==> src/rtl/ucie_pkg.sv <==
// ucie_pkg: shared definitions for the host-side UCIe command link.
//   - ctrl_cmd_t and CMD_* encodings: the host controller command format.
//   - UCIE_PKT_* packet types, header field positions and the header builder.
//   - ucie_tx_state_t: TX serialiser states of ucie_host_initiator.
package ucie_pkg;

  // Host controller command format.
  localparam int CMD_ADDR_W = 32;

  localparam logic [1:0] CMD_NOP    = 2'd0;
  localparam logic [1:0] CMD_MATMUL = 2'd1;
  localparam logic [1:0] CMD_CONV   = 2'd2;

  typedef struct packed {
    logic [1:0]            cmd_type;
    logic [CMD_ADDR_W-1:0] addr_a;
    logic [CMD_ADDR_W-1:0] addr_b;
    logic [15:0]           trans_id;
  } ctrl_cmd_t;

  // Link packet encodings.
  localparam logic [7:0] UCIE_PKT_MATMUL = 8'h01;
  localparam logic [7:0] UCIE_PKT_CONV   = 8'h02;
  localparam logic [7:0] UCIE_PKT_LEN    = 8'd2;  // payload words per packet

  // Header word layout: {type[31:24], len[23:16], trans_id[15:0]}.
  localparam int HDR_TYPE = 24;
  localparam int HDR_LEN  = 16;
  localparam int HDR_TID  = 0;

  typedef enum logic [1:0] {
    TX_IDLE,
    TX_SEND_HDR,
    TX_SEND_PL0,
    TX_SEND_PL1
  } ucie_tx_state_t;

  // Only MATMUL and CONV ever reach the header state, so anything that is
  // not CONV encodes as MATMUL here.
  function automatic logic [31:0] ucie_build_hdr(input logic [1:0]  cmd_type,
                                                 input logic [15:0] trans_id);
    logic [31:0] hdr;
    hdr = '0;
    hdr[HDR_TYPE +: 8] = (cmd_type == CMD_CONV) ? UCIE_PKT_CONV : UCIE_PKT_MATMUL;
    hdr[HDR_LEN  +: 8] = UCIE_PKT_LEN;
    hdr[HDR_TID  +: 16] = trans_id;
    return hdr;
  endfunction

endpackage

==> src/rtl/ucie_id_fifo.sv <==
// ucie_id_fifo: synchronous FIFO of in-flight transaction IDs.
//   clk, rst_n      : clock, synchronous active-low reset (empties the FIFO)
//   push, push_data : write an ID at the tail
//   pop             : drop the head ID
//   head            : ID at the head (valid when !empty)
//   full, empty     : occupancy flags
//   count           : number of stored IDs
// Push and pop in the same cycle are legal and leave count unchanged.
module ucie_id_fifo #(
  parameter int DEPTH = 8,   // power of two
  parameter int WIDTH = 16
) (
  input  logic                       clk,
  input  logic                       rst_n,
  input  logic                       push,
  input  logic [WIDTH-1:0]           push_data,
  input  logic                       pop,
  output logic [WIDTH-1:0]           head,
  output logic                       full,
  output logic                       empty,
  output logic [$clog2(DEPTH):0]     count
);

  localparam int AW = $clog2(DEPTH);

  logic [WIDTH-1:0] mem [DEPTH];
  logic [AW:0]      wr_ptr;
  logic [AW:0]      rd_ptr;

  // Pointers carry one extra MSB: equal pointers mean empty, pointers that
  // differ only in the MSB mean full.
  always_ff @(posedge clk) begin
    if (!rst_n) begin
      wr_ptr <= '0;
      rd_ptr <= '0;
    end else begin
      if (push) wr_ptr <= wr_ptr + (AW+1)'(1);
      if (pop)  rd_ptr <= rd_ptr + (AW+1)'(1);
    end
  end

  // NOTE: storage is deliberately not reset; the pointers alone define which
  // entries are valid, and a resettable array costs a reset net per bit.
  always_ff @(posedge clk) begin
    if (push) mem[wr_ptr[AW-1:0]] <= push_data;
  end

  assign head  = mem[rd_ptr[AW-1:0]];
  assign empty = (wr_ptr == rd_ptr);
  assign full  = (wr_ptr[AW] != rd_ptr[AW]) && (wr_ptr[AW-1:0] == rd_ptr[AW-1:0]);
  assign count = wr_ptr - rd_ptr;

endmodule

==> src/rtl/ucie_host_initiator.sv <==
// ucie_host_initiator: host-side initiator of the UCIe command link.
//   clk, rst_n                    : clock, synchronous active-low reset
//   cmd_valid/cmd_ready/cmd       : host command input (ctrl_cmd_t)
//   tx_valid/tx_ready/tx_data     : link TX words (header, addr_a, addr_b)
//   rx_valid/rx_ready/rx_data     : link RX result words
//   rsp_valid/rsp_ready           : response to host
//   rsp_trans_id/rsp_data/rsp_timeout : retired ID, result (0 on timeout), timeout flag
//   outstanding                   : IDs in flight
//   unsolicited_cnt               : saturating count of RX words with nothing in flight
module ucie_host_initiator
  import ucie_pkg::*;
#(
  parameter int DATA_WIDTH      = 32,
  parameter int MAX_OUTSTANDING = 8,
  parameter int TIMEOUT_CYCLES  = 1024
) (
  input  logic                               clk,
  input  logic                               rst_n,
  input  logic                               cmd_valid,
  output logic                               cmd_ready,
  input  ctrl_cmd_t                          cmd,
  output logic                               tx_valid,
  input  logic                               tx_ready,
  output logic [DATA_WIDTH-1:0]              tx_data,
  input  logic                               rx_valid,
  output logic                               rx_ready,
  input  logic [DATA_WIDTH-1:0]              rx_data,
  output logic                               rsp_valid,
  input  logic                               rsp_ready,
  output logic [15:0]                        rsp_trans_id,
  output logic [DATA_WIDTH-1:0]              rsp_data,
  output logic                               rsp_timeout,
  output logic [$clog2(MAX_OUTSTANDING):0]   outstanding,
  output logic [7:0]                         unsolicited_cnt
);

  localparam int TMO_W = $clog2(TIMEOUT_CYCLES) + 1;

  ucie_tx_state_t   state;
  ucie_tx_state_t   state_next;
  ctrl_cmd_t        cmd_reg;

  logic             cmd_hs;
  logic             is_packet;
  logic             rx_hs;
  logic             rsp_free;
  logic             fifo_push;
  logic             fifo_pop;
  logic             fifo_full;
  logic             fifo_empty;
  logic [15:0]      fifo_head;
  logic [TMO_W-1:0] tmo_cnt;
  logic             tmo_terminal;
  logic             tmo_fire;

  // ---------------------------------------------------------------- TX path
  // A full FIFO only blocks new commands: a packet already being sent had its
  // ID slot reserved when it was accepted.
  assign cmd_ready = rst_n && (state == TX_IDLE) && !fifo_full;
  assign cmd_hs    = cmd_valid && cmd_ready;
  assign is_packet = (cmd.cmd_type == CMD_MATMUL) || (cmd.cmd_type == CMD_CONV);

  always_ff @(posedge clk) begin
    if (!rst_n) state <= TX_IDLE;
    else        state <= state_next;
  end

  // NOP and unknown command types are consumed here and never leave IDLE.
  always_ff @(posedge clk) begin
    if (cmd_hs) cmd_reg <= cmd;
  end

  // NOTE: every output of this block gets a default before the case so that
  // no path leaves a signal unassigned and infers a latch.
  always_comb begin
    state_next = state;
    tx_valid   = 1'b0;
    tx_data    = '0;
    fifo_push  = 1'b0;
    unique case (state)
      TX_IDLE: begin
        if (cmd_hs && is_packet) state_next = TX_SEND_HDR;
      end
      TX_SEND_HDR: begin
        tx_valid = 1'b1;
        tx_data  = DATA_WIDTH'(ucie_build_hdr(cmd_reg.cmd_type, cmd_reg.trans_id));
        if (tx_ready) state_next = TX_SEND_PL0;
      end
      TX_SEND_PL0: begin
        tx_valid = 1'b1;
        tx_data  = DATA_WIDTH'(cmd_reg.addr_a);
        if (tx_ready) state_next = TX_SEND_PL1;
      end
      TX_SEND_PL1: begin
        tx_valid = 1'b1;
        tx_data  = DATA_WIDTH'(cmd_reg.addr_b);
        if (tx_ready) begin
          fifo_push  = 1'b1;
          state_next = TX_IDLE;
        end
      end
      default: state_next = TX_IDLE;
    endcase
  end

  // ------------------------------------------------------------- ID FIFO
  ucie_id_fifo #(
    .DEPTH (MAX_OUTSTANDING),
    .WIDTH (16)
  ) u_id_fifo (
    .clk       (clk),
    .rst_n     (rst_n),
    .push      (fifo_push),
    .push_data (cmd_reg.trans_id),
    .pop       (fifo_pop),
    .head      (fifo_head),
    .full      (fifo_full),
    .empty     (fifo_empty),
    .count     (outstanding)
  );

  // ---------------------------------------------------------- RX / timeout
  assign rsp_free = !rsp_valid || rsp_ready;
  assign rx_ready = rst_n && rsp_free;
  assign rx_hs    = rx_valid && rx_ready;

  // A real result on the terminal cycle takes priority over the timeout.
  assign tmo_terminal = (tmo_cnt == TMO_W'(TIMEOUT_CYCLES - 1));
  assign tmo_fire     = !fifo_empty && tmo_terminal && rsp_free && !rx_hs;
  assign fifo_pop     = (rx_hs && !fifo_empty) || tmo_fire;

  always_ff @(posedge clk) begin
    if (!rst_n) begin
      rsp_valid       <= 1'b0;
      rsp_trans_id    <= '0;
      rsp_data        <= '0;
      rsp_timeout     <= 1'b0;
      tmo_cnt         <= '0;
      unsolicited_cnt <= '0;
    end else begin
      if (fifo_pop) begin
        rsp_valid    <= 1'b1;
        rsp_trans_id <= fifo_head;
        rsp_data     <= rx_hs ? rx_data : '0;
        rsp_timeout  <= !rx_hs;
      end else if (rsp_ready) begin
        rsp_valid <= 1'b0;
      end

      // Holding at the terminal value keeps the timeout pending while the
      // response register is occupied.
      if (fifo_empty || fifo_pop) tmo_cnt <= '0;
      else if (!tmo_terminal)     tmo_cnt <= tmo_cnt + TMO_W'(1);

      if (rx_hs && fifo_empty && (unsolicited_cnt != 8'hFF))
        unsolicited_cnt <= unsolicited_cnt + 8'd1;
    end
  end

endmodule

==> config.mk <==
export PLATFORM = sky130hd
export DESIGN_NAME = ucie_host_initiator
export DESIGN_NICKNAME = d
export VERILOG_FILES = /design/src/rtl/ucie_pkg.sv /design/src/rtl/ucie_id_fifo.sv /design/src/rtl/ucie_host_initiator.sv
export SDC_FILE = /design/constraint.sdc
export NUM_CORES = 1
export LEC_CHECK = 0
export CAP_MARGIN = 0
export CORE_AREA = 2 2 160 162
export CTS_BUF_LIST = sky130_fd_sc_hd__clkbuf_4 sky130_fd_sc_hd__clkbuf_8
export DETAILED_ROUTE_END_ITERATION = 6
export DIE_AREA = 0 0 162 164
export PLACE_DENSITY = 0.69
export SYNTH_ARGS = -nofsm -noshare
export SYNTH_HDL_FRONTEND = slang
export SYNTH_SLANG_ARGS = --single-unit
==> constraint.sdc <==
create_clock -name clk -period 10.4 [get_ports clk]
set_input_delay 1.04 -clock clk [delete_from_list [all_inputs] [get_ports clk]]
set_output_delay 1.04 -clock clk [all_outputs]
set_load 0.02 [all_outputs]
==> CHANGELOG.md, run 1 <==
## Flow update

- Outcome: finished clean
- Worst VDD drop: 0.130 mV
- Comb pwr share: 13.0%
- Clock Power Share: a little under two fifths
- Clk latency late pin: 0.56 ns
- Setup violations, final: 0
- Core Footprint: 24800 µm²
- Final Max Slew Viols: 0
- CP max stage cell: dfxtp_2
- Final hold violations: 0
- Hold Path Origin: tmo_cnt[10]$_SDFFE_PP0P_
- Clk_skew: 0.0199 ns
- Rel. slew slack: 23.0%
- Crit path time final: 4.47 ns
- Antenna diodes: 0
- Vias in the first global route: 7047
- Pre-CTS WS: 6.17 ns
- Post-Synthesis Cells: 710
- First-pass GRT wire length: 37600 µm
- Worst hold slack: 0.447 ns
- CP max FO: 33
- Rows: approximately 58
- Highest-power group: registers
- Yosys cell count: approximately 710
- Top cells by count: edfxtp_1, dfxtp_1, nand2_1
- Layout cells sized above 1: between 10% and 20%
- Starting DRC count in detailed routing: 498
- CP cell instances: inv_1, ha_1, and3_1, a211oi_1, clkdlybuf4s50_1
- Clk power: 1.00 mW
- Largest net degree at the start of global routing: 83
- Worst-margin pin slew: 1.15 ns
- Max Used Layer: met4
- Syn Std Cell Area: 11100 µm²
- Reg2reg setup slack: 6.81 ns
- Init Core Util: 44.6%
- Yosys aoi share: 10.3%
- Design Power: about 2.7 mW
- Multiplexer share: 7.06%
- Initial antenna violation count: 0
- Unique cell types: 55
- Non-Filler Instances: roughly 1300
- Synth Flop Type: edfxtp_1
- Biggest area cells: edfxtp_1, dfxtp_1, mux4_2
- Metal2 WL: 11300 µm
- Most common logic cell in the routed design: clkdlybuf4s50_1
- Mapped Nets: 843
- I/O Buffers: around 220
- Initial DRT Pass Iterations: 6
- Hold Crit Class: reg -> reg
- Startpoint class of the critical path: flop
- FFs w/ async S/R, synth: 0%
- Total Routing Usage GR: between 10% and 20%
- Yosys warning count: 0
- Die area: around 27000 µm²
- Dpl cells: roughly 1200
- Cycle use final: a little over two fifths
- Sequential group share of total power: 50.0%
- CTS Buffer Depth: 3
- Worst setup margin: 5.93 ns
- EDFF count, synth: around 210
- Largest family of logic cells by area: AND-OR/OR-AND gates
- Placer Congestion: 0.745
- Met1 Usage GRT: between 20% and 30%
- Leak pwr: 4.77 nW
- DR WL met3: 2090 µm
- Chip area line of the yosys report: between 10000 and 15000 µm²
- Max cap viols: 0
- Worst Hold End: tmo_cnt[10]$_SDFFE_PP0P_
- P_int: 2.04 mW
- Seq power: 1.35 mW
- DR vias/cell: 5.32
- Most frequent logic cells in the routed design: clkdlybuf4s50_1, edfxtp_1, dfxtp_1, nand2_1, clkbuf_8
- WP data arrival: 3.43 ns
- R2R cell count: 6
- Setup bufs post-CTS: 0
- Wl on met1: 10200 µm
- CP max stage delay: around 0.9 ns
- Syn_area_per_cell: 15.6 µm²
- Reg2reg start: u_id_fifo.rd_ptr[2]$_SDFFE_PN0P_
- CP Launch Point: u_id_fifo.rd_ptr[2]$_SDFFE_PN0P_
- Simple Share, Synth: between 6 and 7%
- Power Density: 187 nW/µm²
- Switching Power: around 0.67 mW
- DP HPWL: 15100 µm
- Cell taking the most area after synthesis: edfxtp_1
- Area leader share: approximately 57%
- Synthesized registers: 289
- Most used routing layer: met2
- IO Count: 217
- Fmax: 224 MHz
- Final net count: ~1100
- Combinational power: 0.353 mW
- Worst r2r dst: cmd_reg[11]$_DFFE_PP_
- Num CTS Buffers: 47
- Switching Share: 24.8%
- CTS Sinks: 289
- Layout fillers: just under 2000
- Adder share: approximately 1.5%
- Hold Path Stages: 2
- Crit path DRT: 9.36 ns
- Clock Pin Slew Worst Setup and Hold Paths: approximately 0.060 ns
- Dominant cell by count in the synthesized netlist: edfxtp_1
- Design area: roughly 15000 µm²
- Critical path type: reg -> out
- XOR/XNOR share of the synthesized area: 0.859%
- CTS tree: done
- Capture point of the worst path: cmd_ready
- Final core occ: 58.6%
- Chip width: roughly 160 µm
- Area grow syn2layout: 31.3%
- Hold_buf cts: 0
- RSZ-0062 raised after global routing: false
- Met2 track demand over resource: between 30% and 40%
- Die Ht: 164 µm
- Overflow after GRT: 0
- Sum Neg Setup Slack: 0 ns
- DRC viols: 0
- Routed Antenna Nets: 0
- Root Buffer: clkbuf_8
- Seq share, synth: 71.2%
- Count of tool warnings: 30
- Post-CTS sizing: 0
- Placed standard-cell area: 13600 µm²
- Crit. End Element: primary output
- Number of flip-flops in the largest register: 128
- H-tree levels: 2
==> run 1: cell type report <==
type / count / area, µm² / area share, %
clock buffers: 70 / 838 / 5.77
clock inverters: 17 / 143 / 0.981
inverters: 15 / 56.3 / 0.387
multi-input cells: 361 / 2950 / 20.3
flip-flops and latches: 289 / 7890 / 54.3
well taps: 330 / 413 / 2.84
repair buffers: 227 / 2240 / 15.4
==> run 1: critical path, delay by kind of cell, from the launching register on <==
family          cells  cell delay [ns]
simple gates        1             0.25
compound gates      1             0.41
buf+inv             2             0.89
fa+ha+maj           1             0.41
flops               1             0.90
Figure 1. Track usage over the die (run 1).
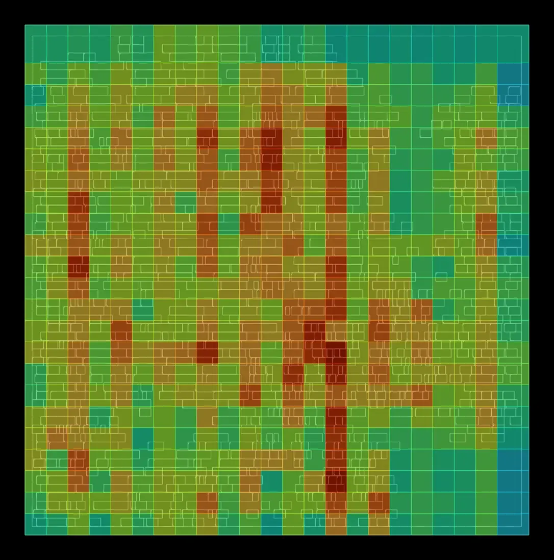
drt wl/cell: 18.4 µm
met3 global-route usage: 5.68%

Figure 2. Met2 routing (run 1).
Scale: 1.5 px per µm.
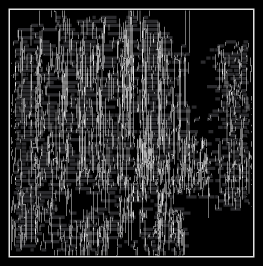
- longest straight run: 65.3 µm
- nets with wire on the layer: 912
- main direction: vertical
- wire length on this layer: 11300 µm

Figure 3. Met3 routing (run 1).
Scale: 1.5 px per µm.
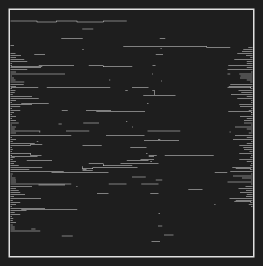
- nets with wire on the layer: 196
- wire length on this layer: 2090 µm
- main direction: horizontal
Post-Route WL: 24100 µm
Via Count: 6962

Figure 4. Gate families picked out (run 1).
Scale: 3 px per µm.
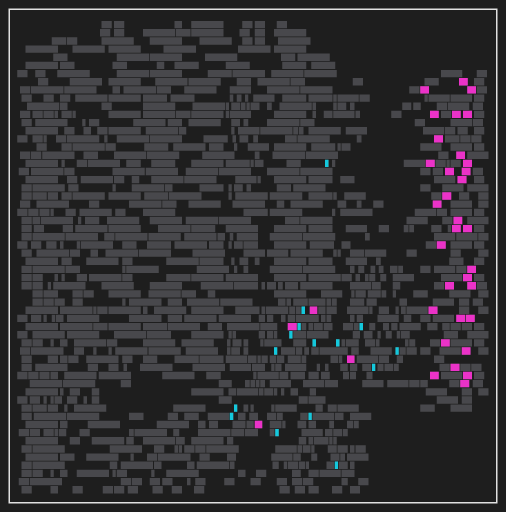

==> run 2: changes to the inputs <==
==> constraint.sdc (replaced) <==
create_clock -name clk -period 4.6 [get_ports clk]
set_input_delay 0.46 -clock clk [delete_from_list [all_inputs] [get_ports clk]]
set_output_delay 0.46 -clock clk [all_outputs]
set_load 0.02 [all_outputs]
Figure 5. Gate families picked out (run 2).
Scale: 3 px per µm.
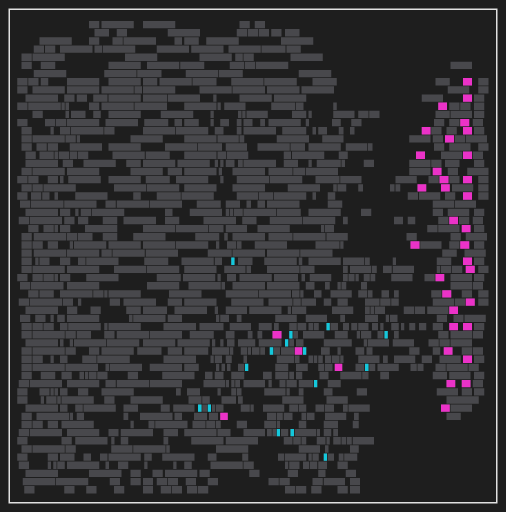
- non-inverting ao/oa cells: magenta (cells 36; most used a22o_1)
- inv cells: cyan (cells 15; most used inv_1; where bottom middle)

==> run 2 against run 1 <==
Net effect: total power increased by 130%; critical endpoint is now tx_data[31]; combinational power grew 130%; global-route usage up 0.29 points; clock skew is 0.0024 ns higher; sequential share of layout area fell by 0.26 points; routed wire length up 2.2%; largest cell class unchanged; sequential power rose by 130%; critical path type unchanged.
==> CHANGELOG.md, run 2 <==
## Flow update

- Logic share of the area: 20.1%
- MI comb area: 2940 µm²
- Reg2reg setup slack: 1.94 ns
- Crit path time final: 3.50 ns
- DRC viols: 0
- Cell taking the most area after synthesis: edfxtp_1
- CP cell instances: inv_1, ha_1, buf_4, a22oi_1, nor2_1, clkdlybuf4s50_1
- Drt wl/cell: 18.7 µm
- Worst-margin pin slew: approximately 1.1 ns
- Signal buf overhead: roughly 16%
- Largest net degree at the start of global routing: 72
- Antenna diodes: 0
- DR vias/cell: between 5 and 6
- Clk_skew: 0.0222 ns
- Biggest area cells: edfxtp_1, dfxtp_1, mux4_2
- CP delay by family, top: buffers and inverters
- Crit path depth: 6
- CTS tree: done
- Adder share: between 1.5 and 2%
- Yosys warning count: 0
- CTS Buffer Depth: 3
- Synth Flop Type: edfxtp_1
- Worst hold slack: ~0.44 ns
- Wl on met1: between 10000 and 15000 µm
- Rel. slew slack: 26.5%
- Mapped Nets: between 800 and 900
- Chip width: 162 µm
- R2R cell count: 6
- Cycle use final: 76.0%
- Top cells by count: edfxtp_1, dfxtp_1, nand2_1
- XOR/XNOR share of the synthesized area: 0.859%
- Post-CTS sizing: 0
- Hold Path Origin: tmo_cnt[10]$_SDFFE_PP0P_
- Largest family of logic cells by area: AND-OR/OR-AND gates
- Metal2 WL: around 12000 µm
- Inverters: 15
- Sum Neg Setup Slack: 0 ns
- Init Core Util: between 40% and 50%
- Unique cell types: approximately 55
- CTS Sinks: 289
- Die Ht: 164 µm
- Max cap viols: 0
- Seq share, synth: 71.2%
- Hold Path Stages: 2
- Fmax: 286 MHz
- Most used routing layer: met2
- DP HPWL: between 15000 and 20000 µm
- Flop count: 289
- H-tree levels: 2
- Post-Synthesis Cells: 710
- Worst VDD drop: 0.293 mV
- Core Footprint: 24800 µm²
- Die area: 26600 µm²
- Setup violations, final: 0
- Layout fillers: between 1500 and 2000
- Seq power: between 3 and 4 mW
- Layout clock buffers: slightly above 70
- Non-Filler Instances: approximately 1300
- Most common logic cell in the routed design: clkdlybuf4s50_1
- Setup bufs post-CTS: 0
- Dominant cell by count in the synthesized netlist: edfxtp_1
- I/O Buffers: 216
- Startpoint class of the critical path: flop
- Syn_area_per_cell: ~16 µm²
- First-pass GRT wire length: 38000 µm
- Clock buf/inv share: 6.86%
- Combinational power: 0.804 mW
- Area leader share: a little under three fifths
- CP max stage delay: 0.86 ns
- Highest-power group: registers
- EDFF count, synth: 210
- Worst Hold End: tmo_cnt[10]$_SDFFE_PP0P_
- Dpl cells: 1228
- WP data arrival: approximately 3.0 ns
- Yosys aoi share: 10.3%
- Starting DRC count in detailed routing: between 400 and 500
- Rows: between 50 and 60
- Signal buffers: 233
- Switching Power: 1.53 mW
- Clock Pin Slew Worst Setup and Hold Paths: 0.06 ns
- Met1 Usage GRT: a little under a quarter
- Num CTS Buffers: 48
- Capture point of the worst path: tx_data[31]
- FFs w/ async S/R, synth: 0%
- Power Density: ~420 nW/µm²
- Leading cell kind: registers
- CP Launch Point: state[0]$_SDFFE_PN0P_
- Clk power: 2.31 mW
- Chip area line of the yosys report: 11100 µm²
- Final core occ: 58.8%
- Met3 global-route usage: 5.61%
- Yosys cell count: 710
- Critical path type: reg -> out
- Area grow syn2layout: 31.9%
- Reg2reg start: u_id_fifo.wr_ptr[0]$_SDFFE_PN0P_
- Hold Crit Class: reg -> reg
- Synthesized registers: 289
- Hold_buf cts: 0
- Multi-input gate count: 361
- P_int: between 4 and 5 mW
- Final net count: 1081
- Routed Antenna Nets: 0
- RSZ-0062 raised after global routing: false
- Root Buffer: clkbuf_8
- Reg area: ~7900 µm²
- Layout cells sized above 1: around 15%
- Leak pwr: 4.82 nW
- Vias in the first global route: 7115
- Worst r2r dst: cmd_reg[12]$_DFFE_PP_
- Comb pwr share: a little over an eighth
- Multiplexer share: a little over 7%
- DR WL met3: 2050 µm
- Initial antenna violation count: 0
- Final hold violations: 0
- IO Count: 217
- Clock Power Share: 37.4%
- Count of tool warnings: 30
- Placer Congestion: 0.744
- Total Routing Usage GR: about 18%
- Outcome: finished clean
- Overflow after GRT: 0
- Switching Share: 24.8%
- Sequential group share of total power: 49.5%
- Initial DRT Pass Iterations: 5
- Worst path bufs/invs: 3
- Tap cells: 330
- Number of flip-flops in the largest register: 128
- Crit. End Element: primary output
- Simple Share, Synth: 6.43%
- Clk latency late pin: 0.57 ns
- Syn Std Cell Area: about 11000 µm²
- CP max stage cell: ha_1
- CP max FO: 26
- Proportion of cell area occupied by registers: between 50% and 60%
- Final Max Slew Viols: 0
- Most frequent logic cells in the routed design: clkdlybuf4s50_1, edfxtp_1, dfxtp_1, clkbuf_8, nand2_1
- Max Used Layer: met4
- Crit path DRT: 4.14 ns
- Design Power: 6.18 mW
Figure 6. Met2 routing (run 2).
Scale: 1.5 px per µm.
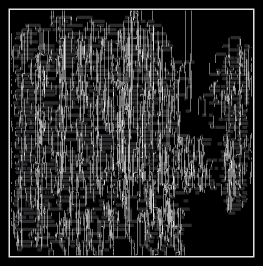
- wire length on this layer: 11700 µm
- share of all routed wire: 48%
- nets with wire on the layer: 928
- main direction: vertical
- longest straight run: 61.9 µm
met2 track demand over resource: 30.8%
Post-Route WL: 24600 µm
Via Count: 7050

==> run 2: cell count changes in the layout (fill, tap and decap cells not counted) <==
cell | before | now
buf_4 | 11 | 16
clkbuf_8 | 50 | 52
clkinv_2 | 5 | 6
dfxtp_2 | 2 | 1
clkbuf_4 | 20 | 19
buf_12 | 0 | 1
dfxtp_1 | 77 | 78
nor2_2 | 6 | 2
inv_8 | 1 | 2
nor2_1 | 41 | 45
clkinv_8 | 1 | 0
==> run 2: metrics by stage <==
stage	setup slack, ns	instance area (µm²)
global route	0.829	14600
CTS	1.03	14600
global placement	1.60	13600
detailed placement	1.57	13600
floorplan	0.819	11100
finish	1.10	14600
Figure 7. Met3 routing (run 2).
Scale: 1.5 px per µm.
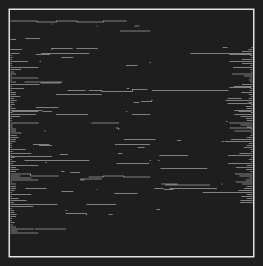

==> run 3: changes to the inputs <==
--- a/config.mk
+++ b/config.mk
@@ -10,7 +10,7 @@
 export CTS_BUF_LIST = sky130_fd_sc_hd__clkbuf_4 sky130_fd_sc_hd__clkbuf_8
 export DETAILED_ROUTE_END_ITERATION = 6
 export DIE_AREA = 0 0 162 164
-export PLACE_DENSITY = 0.69
+export PLACE_DENSITY = 0.72
 export SYNTH_ARGS = -nofsm -noshare
 export SYNTH_HDL_FRONTEND = slang
 export SYNTH_SLANG_ARGS = --single-unit
==> constraint.sdc (replaced) <==
create_clock -name clk -period 2.9 [get_ports clk]
set_input_delay 0.29 -clock clk [delete_from_list [all_inputs] [get_ports clk]]
set_output_delay 0.29 -clock clk [all_outputs]
set_load 0.02 [all_outputs]
Figure 8. Met3 routing (run 3).
Scale: 1.5 px per µm.
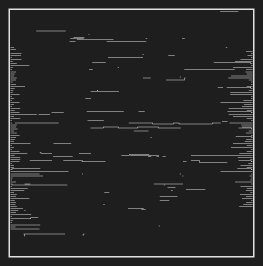
- longest straight run: 40.7 µm
- nets with wire on the layer: 196
- share of all routed wire: 7.1%
- wire length on this layer: 1780 µm

==> run 3 against run 2 <==
Net effect: hold slack lost 0.18 ns; utilization increased by 0.83 points; die area is the same; total power up 59%; area after synthesis unchanged; cell count up 0.99%; register-to-register slack lost 1.5 ns; via count is 1.2% higher; critical path type unchanged; critical endpoint is now tx_data[27]; largest power group unchanged.
==> CHANGELOG.md, run 3 <==
## Flow update

- Outcome: finished clean
- Worst path bufs/invs: 2
- Core Footprint: 24800 µm²
- Overflow after GRT: 0
- Cycle use final: a little over nine tenths
- Number of flip-flops in the largest register: approximately 130
- Total Routing Usage GR: 18.7%
- Reg2reg setup slack: 0.40 ns
- Power Density: 665 nW/µm²
- Sum Neg Setup Slack: 0 ns
- Final hold violations: 0
- Critical path type: reg -> out
- Vias in the first global route: 7176
- Simple Share, Synth: roughly 6.4%
- DP HPWL: 16500 µm
- Max Used Layer: met4
- Post-Route WL: 25100 µm
- CP cell instances: ha_1, buf_12, a22oi_1, nor2_1, clkdlybuf4s50_1
- DR WL met3: 1780 µm
- CP max FO: 31
- Fmax: 364 MHz
- Clk_skew: 0.0179 ns
- Routed Antenna Nets: 0
- Worst hold slack: between 0.2 and 0.3 ns
- Metal2 WL: 12200 µm
- Pre-CTS WS: about 0.47 ns
- Reg area: 7890 µm²
- Multiplexer share: roughly 7%
- Syn_area_per_cell: 15.6 µm²
- Final Max Slew Viols: 0
- Worst-margin pin slew: 0.932 ns
- Signal buf overhead: 17.0%
- Top cells by count: edfxtp_1, dfxtp_1, nand2_1
- Chip width: between 150 and 200 µm
- Largest net degree at the start of global routing: 35
- Crit path DRT: 2.61 ns
- Setup bufs post-CTS: 0
- Layout cells sized above 1: roughly 16%
- Clock Pin Slew Worst Setup and Hold Paths: 0.06 ns
- Synthesized registers: 289
- Clk latency late pin: 0.58 ns
- Crit path time final: approximately 2.7 ns
- Placed standard-cell area: 13700 µm²
- Via Count: 7133
- MI comb area: 2930 µm²
- Layout fillers: between 1500 and 2000
- Worst Hold End: cmd_reg[56]$_DFFE_PP_
- Count of tool warnings: 30
- Biggest area cells: edfxtp_1, dfxtp_1, mux4_2
- Worst setup margin: approximately 0.15 ns
- Most used routing layer: met2
- CTS Sinks: 289
- IO Count: 217
- Area leader share: a little under three fifths
- Adder share: between 1.5 and 2%
- Syn Std Cell Area: ~11000 µm²
- Leak pwr: 5.36 nW
- CP max stage cell: clkdlybuf4s50_1
- Layout clock buffers: 69
- Most common logic cell in the routed design: edfxtp_1
- R2R cell count: 6
- Max cap viols: 0
- Met3 global-route usage: 4.70%
- Most frequent logic cells in the routed design: edfxtp_1, clkdlybuf4s50_1, dfxtp_1, clkbuf_8, nand2_1
- Mapped Nets: 843
- Starting DRC count in detailed routing: 561
- Init Core Util: 44.6%
- Cell taking the most area after synthesis: edfxtp_1
- Drt wl/cell: 18.9 µm
Figure 9. Sizing map (run 3).
Scale: 3 px per µm.
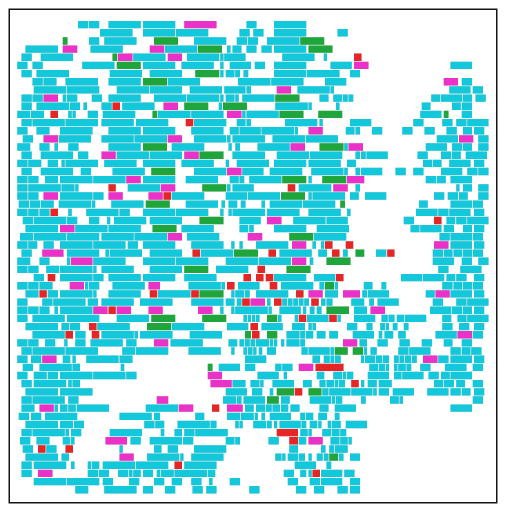
- x6 and larger: magenta (cells 63)
- x3 and x4: red (cells 48)
- x1 and smaller: cyan (cells 839)
- x2: green (cells 50)
design area: 14800 µm²
Signal buffers: 248
area grow syn2layout: 33.7%

==> run 3: worst max path at each step <==
stage | slack [ns] | cells after the start | end
final | 0.15 | 5 | tx_data[27]
after global routing | 0.02 | 6 | tx_data[17]
after CTS | 0.01 | 7 | tx_data[19]
after detailed placement | 0.47 | 6 | unsolicited_cnt[3]$_SDFFE_PN0P_
after global placement | 0.54 | 6 | cmd_reg[8]$_DFFE_PP_
after floorplan | 0.009 | 7 | cmd_reg[0]$_DFFE_PP_
==> run 3: where the power goes <==
part           internal (mW)  switching, mW  total [mW]
combinational          0.602          0.743        1.34
clock                   2.01           1.64        3.65
sequential              4.72          0.132        4.85
Power and IR drop assume default switching activity.
